Fig. 1: run 1, placement by cell class
(6 px per µm) Fill, decap, tap and diode cells in grey.
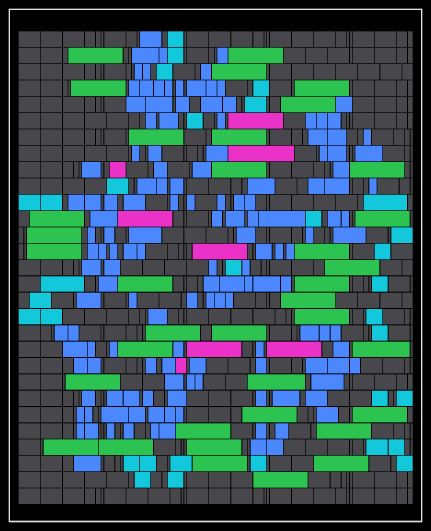
Fig. 2: run 1, metal layers overlaid
(6 px per µm)
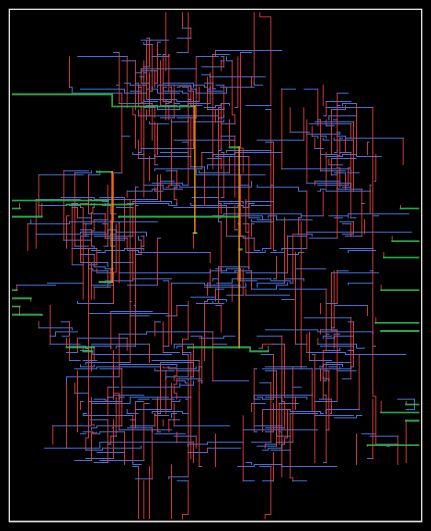
Fig. 3: run 1, power grid
(6 px per µm) Pins as bars on the die edge. Tap cells in grey.
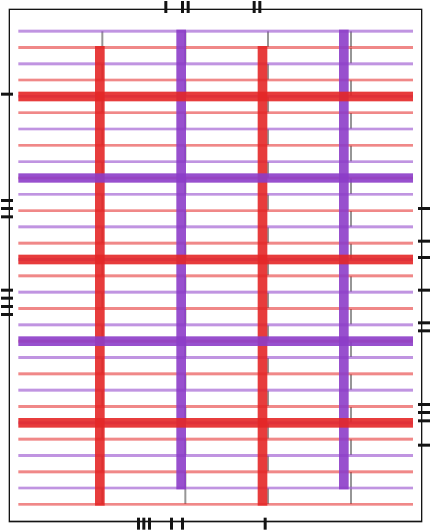
**config.mk**
```make
export PLATFORM = sky130hd
export DESIGN_NAME = runway_scheduler_flat
export DESIGN_NICKNAME = d
export VERILOG_FILES = /design/src/rtl/atc_pkg.sv /design/src/rtl/runway_scheduler_if.sv /design/src/rtl/runway_occupancy_timer.sv /design/src/rtl/runway_scheduler.sv /design/src/flat_wrapper.sv
export SDC_FILE = /design/constraint.sdc
export NUM_CORES = 1
export LEC_CHECK = 0
export CAP_MARGIN = 10
export CORE_ASPECT_RATIO = 1.25
export CORE_UTILIZATION = 35
export CTS_BUF_LIST = sky130_fd_sc_hd__clkbuf_16
export DETAILED_ROUTE_END_ITERATION = 10
export PLACE_DENSITY = 0.53
export SLEW_MARGIN = 25
export SYNTH_ARGS = -nofsm -noshare
export SYNTH_HDL_FRONTEND = slang
export SYNTH_HIERARCHICAL = 1
export SYNTH_SLANG_ARGS = --single-unit
export TNS_END_PERCENT = 5
```
**constraint.sdc**
```tcl
create_clock -name clk -period 2.3 [get_ports clk]
set_input_delay 0.345 -clock clk [delete_from_list [all_inputs] [get_ports clk]]
set_output_delay 0.345 -clock clk [all_outputs]
set_load 0.1 [all_outputs]
```
**src/rtl/atc_pkg.sv**
```systemverilog
// Shared types and constants for the runway scheduler: runway/gate/fuel codes,
// request FSM states and default timing values.
package atc_pkg;

  typedef logic [1:0] rwy_t;
  typedef logic [2:0] gate_t;
  typedef logic [1:0] fuel_t;
  typedef logic [3:0] cnt_t;

  localparam rwy_t RWY_NONE = 2'b00;
  localparam rwy_t RWY1     = 2'b01;
  localparam rwy_t RWY2     = 2'b10;

  localparam gate_t GATE_NONE     = 3'd0;
  localparam gate_t R1_GATE_FIRST = 3'd1;
  localparam gate_t R1_GATE_LAST  = 3'd3;
  localparam gate_t R2_GATE_FIRST = 3'd4;
  localparam gate_t R2_GATE_LAST  = 3'd6;

  localparam fuel_t FUEL_CRIT   = 2'b00;
  localparam fuel_t FUEL_EXCESS = 2'b11;

  localparam int unsigned DEF_OCCUPY    = 8;
  localparam int unsigned DEF_WX_HOLD   = 12;
  localparam int unsigned DEF_FUEL_HOLD = 15;

  typedef enum logic [1:0] {
    ST_IDLE = 2'd0,
    ST_HOLD = 2'd1,
    ST_WAIT = 2'd2
  } req_state_e;

  // Rotating gate pointer: wraps from the last gate of a runway back to its first.
  function automatic gate_t next_gate(input gate_t g, input gate_t first, input gate_t last);
    return (g == last) ? first : g + gate_t'(1);
  endfunction

endpackage

```
**src/rtl/runway_scheduler_if.sv**
```systemverilog
// Request/grant bundle between approach/ground request logic (master)
// and the runway scheduler (slave).
interface runway_scheduler_if;
  import atc_pkg::*;

  logic  weather_ok;
  logic  land_req;
  logic  land_emerg;
  fuel_t land_fuel;
  logic  to_req;
  gate_t to_gate;

  logic       land_grant;
  logic       to_grant;
  rwy_t       grant_rwy;
  gate_t      grant_gate;
  logic       to_err;
  cnt_t       land_hold_cnt;
  cnt_t       to_hold_cnt;
  logic [1:0] rwy_busy;

  modport master (
    output weather_ok, land_req, land_emerg, land_fuel, to_req, to_gate,
    input  land_grant, to_grant, grant_rwy, grant_gate, to_err,
           land_hold_cnt, to_hold_cnt, rwy_busy
  );

  modport slave (
    input  weather_ok, land_req, land_emerg, land_fuel, to_req, to_gate,
    output land_grant, to_grant, grant_rwy, grant_gate, to_err,
           land_hold_cnt, to_hold_cnt, rwy_busy
  );

endinterface

```
**src/rtl/runway_occupancy_timer.sv**
```systemverilog
// Per-runway occupancy down-counter: a load arms OCCUPY_CYCLES, the runway
// reads busy while the count is nonzero.
module runway_occupancy_timer
  import atc_pkg::*;
#(
  parameter int unsigned OCCUPY_CYCLES = DEF_OCCUPY
) (
  input  logic clk,
  input  logic rst_n,
  input  logic load,
  output logic busy,
  output cnt_t count
);

  localparam cnt_t LOAD_VAL = cnt_t'(OCCUPY_CYCLES);

  cnt_t count_q, count_d;

  always_comb begin
    count_d = count_q;
    if (load) begin
      count_d = LOAD_VAL;
    end else if (count_q != '0) begin
      count_d = count_q - cnt_t'(1);
    end
  end

  always_ff @(posedge clk or negedge rst_n) begin
    if (!rst_n) begin
      count_q <= '0;
    end else begin
      count_q <= count_d;
    end
  end

  assign count = count_q;
  assign busy  = (count_q != '0);

endmodule

```
**src/rtl/runway_scheduler.sv**
```systemverilog
// Shares two runways between one landing and one takeoff requester, applying
// weather/fuel holds, fixed-priority arbitration and rotating gate assignment.
//
// state | meaning
// IDLE  | no request accepted (also the grant cycle)
// HOLD  | request accepted, hold counter running down
// WAIT  | request eligible for arbitration, waiting for a runway
module runway_scheduler
  import atc_pkg::*;
#(
  parameter int unsigned OCCUPY_CYCLES = DEF_OCCUPY,
  parameter int unsigned WX_HOLD       = DEF_WX_HOLD,
  parameter int unsigned FUEL_HOLD     = DEF_FUEL_HOLD
) (
  input logic               clk,
  input logic               rst_n,
  runway_scheduler_if.slave bus
);

  localparam cnt_t WX_LOAD   = cnt_t'(WX_HOLD);
  localparam cnt_t FUEL_LOAD = cnt_t'(FUEL_HOLD);

  req_state_e land_st_q, land_st_d;
  req_state_e to_st_q, to_st_d;
  cnt_t       land_hold_q, land_hold_d;
  cnt_t       to_hold_q, to_hold_d;
  logic       land_emg_q, land_emg_d;
  logic       to_rwy2_q, to_rwy2_d;
  gate_t      ptr1_q, ptr1_d;
  gate_t      ptr2_q, ptr2_d;
  logic       land_grant_q, land_grant_d;
  logic       to_grant_q, to_grant_d;
  logic       to_err_q, to_err_d;
  rwy_t       grant_rwy_q, grant_rwy_d;
  gate_t      grant_gate_q, grant_gate_d;

  logic busy1, busy2, load1, load2;
  cnt_t occ1, occ2;
  logic free1, free2, land_win, land_emg_now, to_win, to_gate_bad;

  runway_occupancy_timer #(.OCCUPY_CYCLES(OCCUPY_CYCLES)) u_occ_r1 (
    .clk(clk), .rst_n(rst_n), .load(load1), .busy(busy1), .count(occ1)
  );

  runway_occupancy_timer #(.OCCUPY_CYCLES(OCCUPY_CYCLES)) u_occ_r2 (
    .clk(clk), .rst_n(rst_n), .load(load2), .busy(busy2), .count(occ2)
  );

  // A takeoff yields to any eligible landing, even one headed for the other runway.
  always_comb begin
    free1        = (occ1 == '0);
    free2        = (occ2 == '0);
    land_emg_now = land_emg_q | bus.land_emerg;
    land_win     = (land_st_q == ST_WAIT) && bus.land_req && (free1 || free2);
    to_win       = (to_st_q == ST_WAIT) && bus.to_req && !land_win &&
                   (to_rwy2_q ? free2 : free1);
    load1        = (land_win && free1) || (to_win && !to_rwy2_q);
    load2        = (land_win && !free1) || (to_win && to_rwy2_q);

    land_grant_d = land_win;
    to_grant_d   = to_win;
    grant_rwy_d  = RWY_NONE;
    grant_gate_d = GATE_NONE;
    ptr1_d       = ptr1_q;
    ptr2_d       = ptr2_q;

    if (land_win) begin
      grant_rwy_d = free1 ? RWY1 : RWY2;
      if (!land_emg_now) begin
        if (free1) begin
          grant_gate_d = ptr1_q;
          ptr1_d       = next_gate(ptr1_q, R1_GATE_FIRST, R1_GATE_LAST);
        end else begin
          grant_gate_d = ptr2_q;
          ptr2_d       = next_gate(ptr2_q, R2_GATE_FIRST, R2_GATE_LAST);
        end
      end
    end else if (to_win) begin
      grant_rwy_d = to_rwy2_q ? RWY2 : RWY1;
    end
  end

  always_comb begin
    land_st_d   = land_st_q;
    land_hold_d = land_hold_q;
    land_emg_d  = land_emg_q;

    unique case (land_st_q)
      ST_IDLE: begin
        if (bus.land_req) begin
          if (bus.land_emerg || (bus.land_fuel == FUEL_CRIT)) begin
            land_st_d  = ST_WAIT;
            land_emg_d = 1'b1;
          end else if (!bus.weather_ok) begin
            land_st_d   = ST_HOLD;
            land_hold_d = WX_LOAD;
          end else if (bus.land_fuel == FUEL_EXCESS) begin
            land_st_d   = ST_HOLD;
            land_hold_d = FUEL_LOAD;
          end else begin
            land_st_d = ST_WAIT;
          end
        end
      end
      ST_HOLD: begin
        if (!bus.land_req) begin
          land_st_d   = ST_IDLE;
          land_hold_d = '0;
          land_emg_d  = 1'b0;
        end else if (bus.land_emerg) begin
          land_st_d   = ST_WAIT;
          land_hold_d = '0;
          land_emg_d  = 1'b1;
        end else if (land_hold_q <= cnt_t'(1)) begin
          land_st_d   = ST_WAIT;
          land_hold_d = '0;
        end else begin
          land_hold_d = land_hold_q - cnt_t'(1);
        end
      end
      ST_WAIT: begin
        if (!bus.land_req || land_win) begin
          land_st_d  = ST_IDLE;
          land_emg_d = 1'b0;
        end else if (bus.land_emerg) begin
          land_emg_d = 1'b1;
        end
      end
      default: begin
        land_st_d   = ST_IDLE;
        land_hold_d = '0;
        land_emg_d  = 1'b0;
      end
    endcase
  end

  always_comb begin
    to_st_d     = to_st_q;
    to_hold_d   = to_hold_q;
    to_rwy2_d   = to_rwy2_q;
    to_err_d    = 1'b0;
    to_gate_bad = (bus.to_gate < R1_GATE_FIRST) || (bus.to_gate > R2_GATE_LAST);

    unique case (to_st_q)
      ST_IDLE: begin
        if (bus.to_req) begin
          if (to_gate_bad) begin
            to_err_d = 1'b1;
          end else begin
            to_rwy2_d = (bus.to_gate >= R2_GATE_FIRST);
            if (!bus.weather_ok) begin
              to_st_d   = ST_HOLD;
              to_hold_d = FUEL_LOAD;
            end else begin
              to_st_d = ST_WAIT;
            end
          end
        end
      end
      ST_HOLD: begin
        if (!bus.to_req) begin
          to_st_d   = ST_IDLE;
          to_hold_d = '0;
        end else if (to_hold_q <= cnt_t'(1)) begin
          to_st_d   = ST_WAIT;
          to_hold_d = '0;
        end else begin
          to_hold_d = to_hold_q - cnt_t'(1);
        end
      end
      ST_WAIT: begin
        if (!bus.to_req || to_win) begin
          to_st_d = ST_IDLE;
        end
      end
      default: begin
        to_st_d   = ST_IDLE;
        to_hold_d = '0;
      end
    endcase
  end

  always_ff @(posedge clk or negedge rst_n) begin
    if (!rst_n) begin
      land_st_q    <= ST_IDLE;
      to_st_q      <= ST_IDLE;
      land_hold_q  <= '0;
      to_hold_q    <= '0;
      land_emg_q   <= 1'b0;
      to_rwy2_q    <= 1'b0;
      ptr1_q       <= R1_GATE_FIRST;
      ptr2_q       <= R2_GATE_FIRST;
      land_grant_q <= 1'b0;
      to_grant_q   <= 1'b0;
      to_err_q     <= 1'b0;
      grant_rwy_q  <= RWY_NONE;
      grant_gate_q <= GATE_NONE;
    end else begin
      land_st_q    <= land_st_d;
      to_st_q      <= to_st_d;
      land_hold_q  <= land_hold_d;
      to_hold_q    <= to_hold_d;
      land_emg_q   <= land_emg_d;
      to_rwy2_q    <= to_rwy2_d;
      ptr1_q       <= ptr1_d;
      ptr2_q       <= ptr2_d;
      land_grant_q <= land_grant_d;
      to_grant_q   <= to_grant_d;
      to_err_q     <= to_err_d;
      grant_rwy_q  <= grant_rwy_d;
      grant_gate_q <= grant_gate_d;
    end
  end

  assign bus.land_grant    = land_grant_q;
  assign bus.to_grant      = to_grant_q;
  assign bus.grant_rwy     = grant_rwy_q;
  assign bus.grant_gate    = grant_gate_q;
  assign bus.to_err        = to_err_q;
  assign bus.land_hold_cnt = land_hold_q;
  assign bus.to_hold_cnt   = to_hold_q;
  assign bus.rwy_busy      = {busy2, busy1};

endmodule

```
**src/flat_wrapper.sv**
```systemverilog
// flat-port wrapper written by rule: the top's interface ports become plain ports
module runway_scheduler_flat import atc_pkg::*;
#(
  parameter int unsigned OCCUPY_CYCLES = DEF_OCCUPY,
  parameter int unsigned WX_HOLD       = DEF_WX_HOLD,
  parameter int unsigned FUEL_HOLD     = DEF_FUEL_HOLD
)
  (clk, rst_n, bus_weather_ok, bus_land_req, bus_land_emerg, bus_land_fuel, bus_to_req, bus_to_gate, bus_land_grant, bus_to_grant, bus_grant_rwy, bus_grant_gate, bus_to_err, bus_land_hold_cnt, bus_to_hold_cnt, bus_rwy_busy);
  runway_scheduler_if bus_i ();
  input logic clk;
  input logic rst_n;
  input wire logic [$bits(bus_i.weather_ok)-1:0] bus_weather_ok;
  input wire logic [$bits(bus_i.land_req)-1:0] bus_land_req;
  input wire logic [$bits(bus_i.land_emerg)-1:0] bus_land_emerg;
  input wire logic [$bits(bus_i.land_fuel)-1:0] bus_land_fuel;
  input wire logic [$bits(bus_i.to_req)-1:0] bus_to_req;
  input wire logic [$bits(bus_i.to_gate)-1:0] bus_to_gate;
  output wire logic [$bits(bus_i.land_grant)-1:0] bus_land_grant;
  output wire logic [$bits(bus_i.to_grant)-1:0] bus_to_grant;
  output wire logic [$bits(bus_i.grant_rwy)-1:0] bus_grant_rwy;
  output wire logic [$bits(bus_i.grant_gate)-1:0] bus_grant_gate;
  output wire logic [$bits(bus_i.to_err)-1:0] bus_to_err;
  output wire logic [$bits(bus_i.land_hold_cnt)-1:0] bus_land_hold_cnt;
  output wire logic [$bits(bus_i.to_hold_cnt)-1:0] bus_to_hold_cnt;
  output wire logic [$bits(bus_i.rwy_busy)-1:0] bus_rwy_busy;
  assign bus_i.weather_ok = bus_weather_ok;
  assign bus_i.land_req = bus_land_req;
  assign bus_i.land_emerg = bus_land_emerg;
  assign bus_i.land_fuel = bus_land_fuel;
  assign bus_i.to_req = bus_to_req;
  assign bus_i.to_gate = bus_to_gate;
  assign bus_land_grant = bus_i.land_grant;
  assign bus_to_grant = bus_i.to_grant;
  assign bus_grant_rwy = bus_i.grant_rwy;
  assign bus_grant_gate = bus_i.grant_gate;
  assign bus_to_err = bus_i.to_err;
  assign bus_land_hold_cnt = bus_i.land_hold_cnt;
  assign bus_to_hold_cnt = bus_i.to_hold_cnt;
  assign bus_rwy_busy = bus_i.rwy_busy;
  runway_scheduler #(.OCCUPY_CYCLES(OCCUPY_CYCLES), .WX_HOLD(WX_HOLD), .FUEL_HOLD(FUEL_HOLD)) u_core (.clk(clk), .rst_n(rst_n), .bus(bus_i));
endmodule
```
==> impl_metrics.yaml, run 1 <==
# yosys + openroad results
floorplanning:
  ioPinCount: 29
  placementRows: 29
  fp-utilization: 0.3728
  core_mm2: 0.005189
  die_h_um: 85.12
route:
  drt_iter0_markers: 40
  vias: 1537
  wirelength_um: 4140
  via_per_inst: 5.431
  dr.pass1.iters: 4
  antenna_left: 0
finish:
  drive_gt1_frac: 0.2081
  layout.cells.non_filler: 283
  final_nets: 238
  area_delta_synth_final_pct: 25.23
  final_cell_mix: "dfrtp_1 (34), buf_4 (20), nor2_1 (19)"
sta:
  final_hold_viol_count: 0
  rsz0062_at_grt: "no"
  min_period_ns: 1.979
  finalClockSkew_ns: 0.005179
  finalSetupViolCount: 0
  drv_slew: 0
  max_slew_margin: 0.6191
  min_period_over_period: 0.8606
placed_design:
  finalWeightedCongestion: 0.7804
  port_buffers: 28
  place_inst: 275
logic_synthesis:
  ys_types: 53
  async_reset_ff_frac: 1.000
  netlist_instances: 189
  yosysChipArea_mm2: 0.001934
  flop_cell: "dfrtp_1"
  syn_area_mm2: 0.001934
  topCellsByArea: "dfrtp_1 (44%), ha_1 (4.5%), nor2_1 (3.7%)"
  top_area_cell: "dfrtp_1"
  ys_warn_count: 6
  ys.flops: 36
  syn_nets: 207
  ys_cells: 189
cts:
  numCtsBuffers: 5
  worstSkewPairLatency_ns: 0.28
  clock-root-buffer: "clkbuf_16"
  clock_path_buffers: 2
  postCtsSetupRepairBufs: 0
  clock-sinks: 36
  cts_resized: 0
  postCtsHoldBufs: 0
  path_clk_slew_ns: 0.06
power_and_ir_drop:
  leakagePower_nw: 1.081
  ir_drop_mv: 0.7528
  power_mw: 3.539
grt:
  grt_util_met2: 0.2460
  antenna_found_initial: 0
  grt_pass1_vias: 1548
  grt_max_degree: 37
  grt_usage: 0.1615
run_status:
  status: "completed"
worst_hold_path:
  hp-class: "primary input to async pin"
critical_path:
  required_ns: 1.96
  critPathMaxFanout: 6
flow_run:
  tool_warnings: 28
About Fig. 1:
Key: magenta = clock drivers and dummy loads [cells 8]; cyan = other buffers and delay cells [cells 32]; blue = all other logic [cells 145]; green = flops [cells 36]

About Fig. 2:
Key: red = met2 [wire length 1,960 µm]; blue = met1 [wire length 1,940 µm]; green = met3 [wire length 173 µm]; orange = met4 [wire length 72.8 µm]

About Fig. 3:
Key: purple = VDD; red = VSS
62 tap cells. 29 signal pins sit on the boundary. 4 straps on met4. The core has 29 rows.

## run 1: worst max-delay path: stages, from the launching register on
cell and delay [ns]:
dfrtp_1 0.44, inv_1 0.08, ha_1 0.22, or3b_4 0.44, buf_12 0.18
## run 1: final timing paths
| path | slack (ns) | from | endpoint |
|---|---|---|---|
| setup / recovery | 0.32 | u_core/u_occ_r1/count[0] | bus_rwy_busy[0] |
| hold / removal | 0.49 | rst_n | u_core/bus.to_err |
| setup reg to reg | 0.35 | u_core/u_occ_r1/count[0] | u_core/ptr2_q[0] |
| hold reg to reg | 0.52 | u_core/ptr2_q[2] | u_core/ptr2_q[2] |
| max in group asynchronous | 1.46 | rst_n | u_core/ptr1_q[0] |
| min in group clk | 0.52 | u_core/ptr2_q[2] | u_core/ptr2_q[2] |
## run 1: per-layer routing
layer  routed length [µm]  share of wire  up-vias
met5                    0              0        -
met2                 1959           0.47       31
met3                  173          0.042        8
met4                   72          0.017        0
met1                 1935           0.47      745
li1                     -              -      753
## run 1: flip-flops by register name (all words and copies together), names as in the netlist
name,count
u_core/bus.land_hold_cnt,4
u_core/bus.to_hold_cnt,4
u_core/u_occ_r1/count,4
u_core/u_occ_r2/count,4
u_core/bus.grant_gate,3
u_core/ptr1_q,3
u_core/ptr2_q,3
u_core/bus.grant_rwy,2
u_core/land_st_q,2
u_core/to_st_q,2
u_core/bus.land_grant,1
u_core/bus.to_err,1
u_core/bus.to_grant,1
u_core/land_emg_q,1
u_core/to_rwy2_q,1
## run 1: layout make-up
| class | count | area (µm²) |
|---|---|---|
| flip-flops and latches | 36 | 903.4 |
| clock inverters | 3 | 42.54 |
| fillers | 486 | 2766 |
| repair buffers | 32 | 290.3 |
| inverters | 13 | 48.80 |
| clock buffers | 5 | 125.1 |
| well taps | 62 | 77.57 |
| multi-input cells | 132 | 934.6 |
## run 1: where the power goes
group / switching, mW / total (mW) / internal, mW / leakage, nW
sequential: 0.276 / 1.12 / 0.842 / 0.448
clock: 0.253 / 0.762 / 0.508 / 0.0798
combinational: 1.08 / 1.66 / 0.576 / 0.552
## run 1: per-stage QoR
step / utilization / setup slack, ns / instance area [µm²]
finish: 0.4668 / 0.3206 / 2422
global route: 0.4668 / 0.2201 / 2422
CTS: 0.4668 / 0.3229 / 2422
detailed placement: 0.4345 / 0.1832 / 2255
global placement: 0.4345 / 0.2722 / 2255
floorplan: - / 0.1624 / 1934
## run 1: synth_stat cells (all sizes together), types with 3 or more instances
master	count
dfrtp	34
nor2	19
inv	13
a21oi	11
nor3	8
o21ai	8
ha	7
nand2	7
buf	5
mux2	5
nand3b	5
nand2b	4
nand3	4
nor4b	4
o22ai	4
a22o	3
clkbuf	3
nor2b	3
nor4	3
o31a	3
## run 1: cell families (layout without fill, tap and decap cells)
family,Yosys count,count (layout),share of synthesized area
xor gates and xnor gates,1,1,0.004529
buffers and inverters,21,53,0.04980
and+or+nand+nor,68,68,0.2128
DFF,36,36,0.4670
AOI/OAI and AO/OA,48,48,0.1701
muxes,7,7,0.04528
adders and majority gates,8,8,0.05045
==> run 2: changes to the inputs <==
ABC_AREA = 0   (was not set)
TNS_END_PERCENT = 100   (was 5)
==> impl_metrics.yaml, run 2 <==
# yosys + openroad results
run_status:
  status: "completed"
logic_synthesis:
  ys_cells: 189
  ys_warn_count: 6
  top_area_cell: "dfrtp_1"
  syn_nets: 207
  yosysChipArea_mm2: 0.001934
  syn_area_mm2: 0.001934
  netlist_instances: 189
  common_cells: "dfrtp_1 (34), nor2_1 (19), inv_1 (13), a21oi_1 (11)"
  ys_types: 53
  flop_cell: "dfrtp_1"
  most_common_cell: "dfrtp_1"
  async_reset_ff_frac: 1.000
route:
  antenna_left: 0
  via_per_inst: 5.431
  vias: 1537
  wirelength_um: 4140
  drt_iter0_markers: 40
sta:
  finalClockSkew_ns: 0.005179
  layout_setup_ws_ns: 0.3206
  min_period_ns: 1.979
  finalSetupViolCount: 0
  final_hold_viol_count: 0
  rsz0062_at_grt: "no"
  drv_slew: 0
  min_period_over_period: 0.8606
  worst_pin_slew_ns: 0.5661
power_and_ir_drop:
  power_frac_clock: 0.215
  switchingPower_mw: 1.612
  p_comb_frac: 0.469
  seq_power_share: 0.316
  p_int_mw: 1.927
  switching_share: 0.4554
  ir_drop_mv: 0.7528
cts:
  cts_resized: 0
  clock_path_buffers: 2
  worstSkewPairLatency_ns: 0.28
  postCtsSetupRepairBufs: 0
  postCtsHoldBufs: 0
  clock-sinks: 36
  clock-root-buffer: "clkbuf_16"
  path_clk_slew_ns: 0.06
  numCtsBuffers: 5
critical_path:
  critPathMaxFanout: 6
  required_ns: 1.96
flow_run:
  tool_warnings: 28
floorplanning:
  core_mm2: 0.005189
  die_h_um: 85.12
  placementRows: 29
  fp-utilization: 0.3728
  ioPinCount: 29
placed_design:
  hpwlAfterDp_um: 3002
  place_inst: 275
  port_buffers: 28
  finalWeightedCongestion: 0.7804
finish:
  layout.cells.non_filler: 283
  drive_gt1_frac: 0.2081
  postLayoutCoreUtil: 0.4668
  final_cell_mix: "dfrtp_1 (34), buf_4 (20), nor2_1 (19)"
  nFillCells: 486
  final_nets: 238
  area_delta_synth_final_pct: 25.23
grt:
  antenna_found_initial: 0
  grt_usage: 0.1615
  grt_max_degree: 37
run 2: cell counts after synthesis:
Identical to the previous run, type by type.
run 2: critical path, cell delays in order, from the launching register on:
cell and delay, ns:
dfrtp_1 0.44, inv_1 0.08, ha_1 0.22, or3b_4 0.44, buf_12 0.18
run 2: power groups by stage:
stage	Combinational, mW	Sequential, mW	Clock, mW
2_1_floorplan	0.802	1.58	0
3_3_place_gp	1.61	1.11	0
3_5_place_dp	1.66	1.12	0
4_1_cts	1.66	1.11	0.784
5_1_grt	1.79	1.16	0.811
6_report	1.66	1.12	0.762
run 2: per-layer routing:
metal,GRT usage,vias to the layer above,wire length [µm]
met1,0.2176,745,1935
met3,0.03898,8,173
met5,0,-,0
li1,-,753,-
met4,0.06061,0,72
met2,0.2460,31,1959
run 2: area by class of cell:
class	count	area, µm²	share of cell area
Clock buffer	5	125.1	0.05165
Clock inverter	3	42.54	0.01756
Inverter	13	48.80	0.02014
Multi-Input combinational cell	132	934.6	0.3858
Sequential cell	36	903.4	0.3729
Tap cell	62	77.57	0.03202
Timing Repair Buffer	32	290.3	0.1198
run 2: per-stage QoR:
step,power [mW],hold slack [ns]
after floorplan,2.383,0.04941
after global placement,2.722,0.4965
after detailed placement,2.778,0.5052
after CTS,3.559,0.5040
after global routing,3.755,0.5298
final,3.539,0.4916
run 2: cells by family after synthesis:
group                    after synthesis  share of synthesized area
AND/OR/NAND/NOR                       68                     0.2128
flip-flops                            36                     0.4670
adder cells (fa/ha/maj)                8                    0.05045
buffers and inverters                 21                    0.04980
AND-OR/OR-AND                         48                     0.1701
XOR/XNOR                               1                   0.004529
multiplexers                           7                    0.04528
run 2: worst paths after layout:
check | startpoint | depth (start not counted) | to | slack, ns
hold / removal | rst_n | 2 | u_core/bus.to_err | 0.49
setup reg to reg | u_core/u_occ_r1/count[0] | 3 | u_core/ptr2_q[0] | 0.35
hold reg to reg | u_core/ptr2_q[2] | 1 | u_core/ptr2_q[2] | 0.52
min in group clk | u_core/ptr2_q[2] | 1 | u_core/ptr2_q[2] | 0.52
setup / recovery | u_core/u_occ_r1/count[0] | 4 | bus_rwy_busy[0] | 0.32
max in group asynchronous | rst_n | 2 | u_core/ptr1_q[0] | 1.46
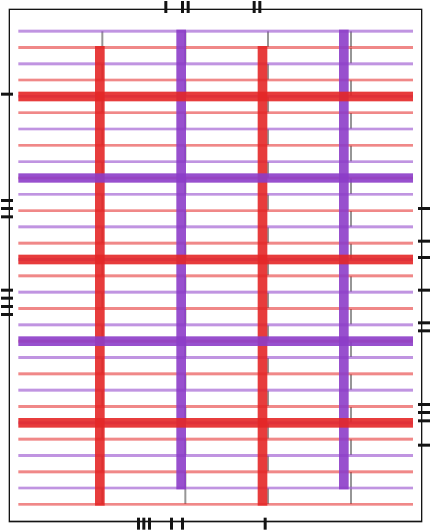
Fig. 4. Power grid (run 2).
(6 px per µm) Pins as bars on the die edge. Tap cells in grey.
Key: red = VSS; purple = VDD
62 tap cells. 30 met1 rails follow the rows. The core has 29 rows. 29 signal pins sit on the boundary. 5 straps on met5.

==> run 3: changes to the inputs <==
GPL_TIMING_DRIVEN = 0   (was not set)
==> impl_metrics.yaml, run 3 <==
# yosys + openroad results
run_status:
  status: "completed"
placed_design:
  finalWeightedCongestion: 0.8046
  hpwlAfterDp_um: 2988
  place_area_mm2: 0.002307
  port_buffers: 28
floorplanning:
  die_h_um: 85.12
  ioPinCount: 29
  core_mm2: 0.005189
  placementRows: 29
  fp-utilization: 0.3728
finish:
  postLayoutCoreUtil: 0.4767
  final_cell_mix: "dfrtp_1 (34), clkdlybuf4s50_1 (24), nor2_1 (19)"
  drive_gt1_frac: 0.1410
  final_nets: 244
  antenna_cells: 0
  area_delta_synth_final_pct: 27.88
  layout_top_cell: "dfrtp_1"
sta:
  drv_slew: 0
  min_period_over_period: 0.9734
  rsz0062_at_grt: "no"
  finalSetupViolCount: 0
  max_slew_margin: 0.3473
  finalClockSkew_ns: 0.004315
  final_hold_viol_count: 0
  min_period_ns: 2.239
  worst_pin_slew_ns: 0.9760
logic_synthesis:
  ys_seq_share: 0.4670
  syn_nets: 207
  ys_cells: 189
  netlist_instances: 189
  most_common_cell: "dfrtp_1"
  top_area_cell: "dfrtp_1"
  ys_types: 53
  flop_cell: "dfrtp_1"
  common_cells: "dfrtp_1 (34), nor2_1 (19), inv_1 (13), a21oi_1 (11)"
  async_reset_ff_frac: 1.000
  synth-edff-count: 0
  syn_avg_cell_area_um2: 10.23
  yosysChipArea_mm2: 0.001934
  ys_warn_count: 6
  syn_area_mm2: 0.001934
critical_path:
  critPathMaxFanout: 7
  startpoint: "u_core/bus.land_hold_cnt[3]"
  worst_ep_arrival_time_ns: 1.89
  cp_slowest_cell: "clkdlybuf4s50_1"
  required_ns: 1.96
  cp_cell_sequence: "clkdlybuf4s50_1"
  cp_top_family: "buffers and inverters"
  slowest_delay_ns: 1.18
  path_class: "flop to output port"
  worstReg2RegStart: "u_core/land_st_q[0]"
  path_buffers: 1
  cp-end-kind: "output port"
cts:
  cts_tree: "yes"
  clock_path_buffers: 2
  path_clk_slew_ns: 0.05
  clock-root-buffer: "clkbuf_16"
  worstSkewPairLatency_ns: 0.27
  numCtsBuffers: 5
  clock-sinks: 36
grt:
  grt_first_pass_wirelength_um: 6768
  grt-ovfl-total: 0
  antenna_found_initial: 0
  grt_max_degree: 26
  grt_pass1_vias: 1480
  grt_usage: 0.1529
flow_run:
  tool_warnings: 28
  maxCapViolations: 0
route:
  antenna_left: 0
  dr.pass1.iters: 4
  via_per_inst: 5.367
  drt_iter0_markers: 60
power_and_ir_drop:
  ir_drop_mv: 0.6113
  power_density_mw_per_mm2: 1418
worst_hold_path:
  hp-class: "primary input to async pin"
run 3: area by class of cell:
cell class	instances	area, µm²
clock buffers	5	125.1
plain buffers	8	47.55
flip-flops and latches	36	903.4
fillers	472	2715
clock inverters	3	38.79
well taps	62	77.57
multi-input cells	132	934.6
repair buffers	30	297.8
inverters	13	48.80
run 3: logic make-up after synthesis:
logic type                 Yosys count  synth area share
DFF                                 36            0.4670
adders and majority gates            8           0.05045
buffers and inverters               21           0.04980
and+or+nand+nor                     68            0.2128
AOI/OAI and AO/OA                   48            0.1701
muxes                                7           0.04528
xor gates and xnor gates             1          0.004529
run 3: metrics by stage:
step	power (mW)	TNS (ns)	std cells	worst slack (ns)	hold slack, ns
after floorplan	2.383	0	189	0.1624	0.04941
after global placement	2.714	-0.4623	279	-0.2325	0.4980
after detailed placement	2.786	-0.5359	280	-0.2763	0.2457
after CTS	3.537	0	289	0.02934	0.4895
after global routing	3.724	0	289	0.01792	0.5176
final	3.507	0	289	0.06122	0.4989
run 3: path summary, 6_finish.rpt:
path | to | slack, ns | cells after the start
setup / recovery | bus_land_hold_cnt[3] | 0.06 | 1
hold / removal | u_core/bus.grant_gate[0] | 0.50 | 2
setup reg to reg | u_core/u_occ_r2/count[0] | 0.32 | 7
hold reg to reg | u_core/ptr2_q[2] | 0.51 | 1
max in group asynchronous | u_core/ptr2_q[2] | 1.30 | 3
min in group clk | u_core/ptr2_q[2] | 0.51 | 1
run 3: repair_timing:
| action | CTS | global route |
|---|---|---|
| setup buffers | 0 | 0 |
| hold buffers | 1 | 0 |
| endpoints found under the hold margin | 10 | 0 |
| endpoints found under the setup margin | 2 | 1 |
| resized | 10 | 1 |
run 3: where the power goes:
group,internal (mW),switching (mW)
Clock,0.505,0.244
Sequential,0.843,0.258
Combinational,0.575,1.08
run 3: routing by layer:
metal,GRT usage,part of all wire,up-vias,routed length [µm]
li1,-,-,771,-
met1,0.1968,0.45,749,1814
met2,0.2442,0.51,29,2043
met3,0.04435,0.033,2,131
met4,0.04356,0.0057,0,23
met5,0,0,-,0
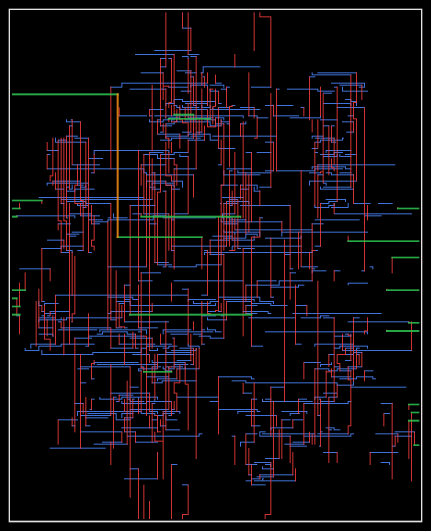
Fig. 5. Metal layers overlaid (run 3).
(6 px per µm)
via count: 1,551
WL final: 4013 µm
DR WL/cell: 13.89 µm

Power figures rest on the tool's default switching activity, not on a simulated workload.
